--- config.mk ---
export PLATFORM = sky130hd
export DESIGN_NAME = bin2bcd_seq
export DESIGN_NICKNAME = d
export VERILOG_FILES = /design/src/rtl/bin2bcd_seq.sv
export SDC_FILE = /design/constraint.sdc
export NUM_CORES = 1
export LEC_CHECK = 0
export CORE_MARGIN = 1.5
export CORE_UTILIZATION = 35
export DETAILED_ROUTE_END_ITERATION = 16
export PLACE_DENSITY = 0.66
export SLEW_MARGIN = 40
export SYNTH_ARGS = -nofsm -noshare
export SYNTH_HDL_FRONTEND = slang
export SYNTH_SLANG_ARGS = --single-unit
export TNS_END_PERCENT = 1
--- constraint.sdc ---
create_clock -name clk -period 4.32 [get_ports clk]
set_input_delay 0.432 -clock clk [delete_from_list [all_inputs] [get_ports clk]]
set_output_delay 0.432 -clock clk [all_outputs]
set_load 0.1 [all_outputs]
--- src/rtl/bin2bcd_seq.sv ---
// Sequential binary-to-BCD converter (shift-and-add-3), one iteration per clock.
// Define BIN2BCD_SIGNED_EN for two's-complement input with a separate sign_out.
module bin2bcd_seq #(
  parameter int unsigned BIN_W  = 8,
  parameter int unsigned DIGITS = 3,
  parameter int unsigned CNT_W  = 4
) (
  input  logic                  clk,
  input  logic                  rst,
  input  logic                  in_valid,
  output logic                  in_ready,
  input  logic [BIN_W-1:0]      bin_in,
  output logic [4*DIGITS-1:0]   bcd_out,
  output logic                  out_valid,
  input  logic                  out_ready,
  output logic                  busy
`ifdef BIN2BCD_SIGNED_EN
  ,
  output logic                  sign_out
`endif
);

  typedef enum logic [1:0] {StIdle, StShift, StDone} state_e;

  state_e                state_q, state_d;
  logic [CNT_W-1:0]      cnt_q, cnt_d;
  logic [BIN_W-1:0]      bin_q, bin_d;
  logic [4*DIGITS-1:0]   bcd_q, bcd_d;
  logic [4*DIGITS-1:0]   res_q, res_d;
  logic [4*DIGITS-1:0]   bcd_adj;
  logic [4*DIGITS+BIN_W-1:0] shifted;
  logic [BIN_W-1:0]      load_val;

`ifdef BIN2BCD_SIGNED_EN
  logic sign_q, sign_d;

  // Negating -2^(BIN_W-1) yields 2^(BIN_W-1), which is exact read as unsigned.
  always_comb begin
    load_val = bin_in;
    if (bin_in[BIN_W-1]) begin
      load_val = ~bin_in + BIN_W'(1);
    end
  end

  assign sign_out = sign_q;
`else
  assign load_val = bin_in;
`endif

  // All digits are corrected in parallel from the pre-edge value.
  always_comb begin
    bcd_adj = bcd_q;
    for (int i = 0; i < int'(DIGITS); i++) begin
      if (bcd_q[4*i +: 4] >= 4'd5) begin
        bcd_adj[4*i +: 4] = bcd_q[4*i +: 4] + 4'd3;
      end
    end
  end

  assign shifted = {bcd_adj, bin_q} << 1;

  always_comb begin
    state_d = state_q;
    cnt_d   = cnt_q;
    bin_d   = bin_q;
    bcd_d   = bcd_q;
    res_d   = res_q;
`ifdef BIN2BCD_SIGNED_EN
    sign_d  = sign_q;
`endif
    unique case (state_q)
      StIdle: begin
        if (in_valid) begin
          bin_d   = load_val;
          bcd_d   = '0;
          cnt_d   = '0;
          state_d = StShift;
`ifdef BIN2BCD_SIGNED_EN
          sign_d  = bin_in[BIN_W-1];
`endif
        end
      end
      StShift: begin
        bcd_d = shifted[4*DIGITS+BIN_W-1:BIN_W];
        bin_d = shifted[BIN_W-1:0];
        cnt_d = cnt_q + CNT_W'(1);
        if (cnt_q == CNT_W'(BIN_W - 1)) begin
          res_d   = shifted[4*DIGITS+BIN_W-1:BIN_W];
          state_d = StDone;
        end
      end
      StDone: begin
        if (out_ready) begin
          state_d = StIdle;
        end
      end
      default: state_d = StIdle;
    endcase
  end

  always_ff @(posedge clk or posedge rst) begin
    if (rst) begin
      state_q <= StIdle;
      cnt_q   <= '0;
      bin_q   <= '0;
      bcd_q   <= '0;
      res_q   <= '0;
`ifdef BIN2BCD_SIGNED_EN
      sign_q  <= 1'b0;
`endif
    end else begin
      state_q <= state_d;
      cnt_q   <= cnt_d;
      bin_q   <= bin_d;
      bcd_q   <= bcd_d;
      res_q   <= res_d;
`ifdef BIN2BCD_SIGNED_EN
      sign_q  <= sign_d;
`endif
    end
  end

  assign in_ready  = (state_q == StIdle);
  assign out_valid = (state_q == StDone);
  assign busy      = (state_q != StIdle);
  assign bcd_out   = res_q;

endmodule

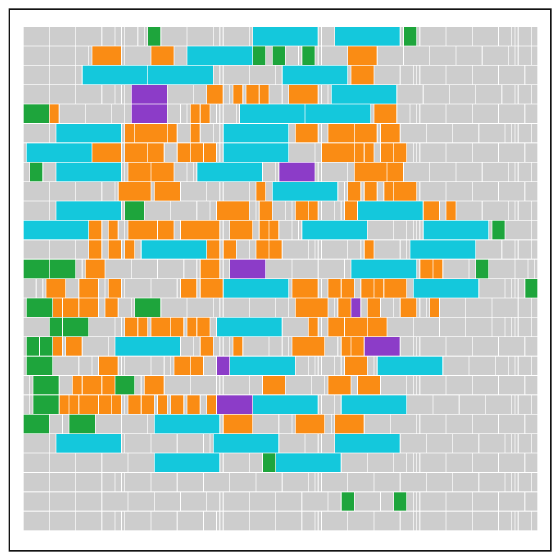
**Above:** placed cells, one colour a class.
Fill, decap, tap and diode cells in grey.
remaining logic cells: drawn in orange, cells 132, share of their area 41%. sequential cells: drawn in cyan, cells 38, share of their area 45%. clock drivers and dummy loads: drawn in purple, cells 8, share of their area 4.4%. remaining buffers and delay cells: drawn in green, cells 28, share of their area 9.6%.

==> deck_impl_summary.md <==
Synthesis and Place & Route Summary

Synthesis
  – Synth Cell Area: 1850 sq um
  – Synth cell types: 29
  – Top_reg_cell synth: dfrtp_1
  – Largest area contributor in the netlist: dfrtp_1
  – # Cells Yosys: 178
  – Cell area leaders: dfrtp_1 51%, o21ai_0 5.7%, ha_1 4.7%
  – Post-synth tally of flip-flops with integrated enable: 0
  – Area leader share: 51.3%
  – Cells after Synth: 178

Global route
  – Vias in the first global route: 1260
  – First-pass GRT wire length: 5930 microns
  – Initial antenna violation count: 0

Critical path
  – Crit path required time: 3890 ps
  – Worst Path Buf+Inv: 2
  – Crit path cell chain: or2_2 > inv_1 > buf_2
  – Crit path max-delay family: flip-flops
  – Max FO, Critical Path: 22
  – Setup crit start kind: flop
  – Slowest CP cell: dfrtp_1

Floorplanning
  – Number of top-level pins: 27
  – Std-Cell Rows: 26

STA
  – Max-slew violation count: 0
  – Endpoints failing setup: 0
  – Relative slew slack: 48.5%
  – Worst Slack Setup Final: 2150 ps

Clocking
  – Setup Buffers After CTS: 0
  – CTS max path bufs: 2
  – Htree depth: 2

Routing
  – DR iter-0 viols: 57
  – Post-Route WL: 3500 microns
  – Post-DRT Antenna Nets: 0
  – # DRC: 0

Run status
  – Status: complete, no violations

Placement
  – Post-DP HPWL: 2380 microns

Layout
  – Design Area, Final: 2180 sq um
  – Nets@finish: 224
  – Synthesis-to-layout area growth: 17.8%
  – Antenna cell count: 0

Worst hold path
  – Worst Hold Class: in -> async
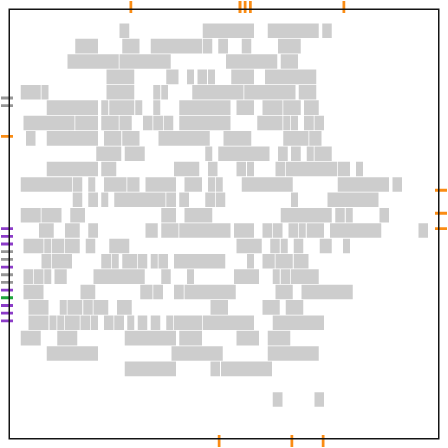
**Above:** ports around the boundary.
Pins as bars across the die edge, other pins in grey.
`in_valid`: drawn in green, pins 1, direction input, edge left. `bcd_out`: drawn in orange, pins 12, direction output, edge 5 top, 3 bottom, 3 right, 1 left. `bin_in`: drawn in purple, pins 8, direction input, edge left.
Die W: 75.8 microns
Die Y: 75.8 microns
# port buffers: 26

## layer usage
layer / up-vias / share of wire [%] / GRT usage, %
li1: 669 / - / -
met1: 616 / 49 / 18.7
met2: 28 / 45 / 20.2
met3: 4 / 4.7 / 4.50
met4: 0 / 0.94 / 5.95
met5: - / 0 / 0
## worst paths after layout
path	startpoint	to	slack, ps	depth (start not counted)
worst min-delay path	rst	bcd_q[11]$_DFFE_PP0P_	470	2
min in group clk	bin_q[6]$_DFFE_PP0P_	bin_q[6]$_DFFE_PP0P_	480	2
worst min register to register	bin_q[6]$_DFFE_PP0P_	bin_q[6]$_DFFE_PP0P_	480	2
worst max register to register	state_q[0]$_DFFE_PP0P_	bcd_out[9]$_DFFE_PP0P_	2410	3
worst max-delay path	state_q[0]$_DFFE_PP0P_	in_ready	2150	3
max in group asynchronous	rst	bcd_q[0]$_DFFE_PP0P_	3120	3
## per-stage QoR
stage | std cells
after floorplan | 178
after global placement | 268
after detailed placement | 268
after CTS | 276
after global routing | 276
final | 276
## kinds of logic (layout without fill, tap and decap cells)
family / after synthesis / in the layout / synth area share (%)
xor+xnor: 3 / 3 / 1.42
fa+ha+maj: 7 / 7 / 4.73
buf+inv: 18 / 46 / 4.73
compound gates: 51 / 51 / 16.8
mux: 10 / 10 / 5.87
flops: 38 / 38 / 51.3
simple gates: 51 / 51 / 15.1
## area by class of cell
type	count	area (sq um)	share of cell area (%)
clock inverter	1	5.00	0.229
multi-input combinational	122	815	37.3
clock buffer	7	86.3	3.96
sequential	38	951	43.6
inverter	10	37.5	1.72
timing repair buffer	28	200	9.17
tap	70	87.6	4.01
## flip-flops by register name, summed over array words and instances, names as in the netlist
name and count:
bcd_q 12, bin_q 8, state_q 2, bcd_out 12, cnt_q 4
## placed cells by master (no fill, tap or decap), types with 8 or more instances in the layout
master           instances
nor2_1                   8
clkdlybuf4s50_1         11
dfrtp_1                 38
inv_1                   10
nand2_1                 17
buf_2                   15
o21ai_0                 21
a21oi_1                 12
a22o_1                   9
nor3b_1                  9
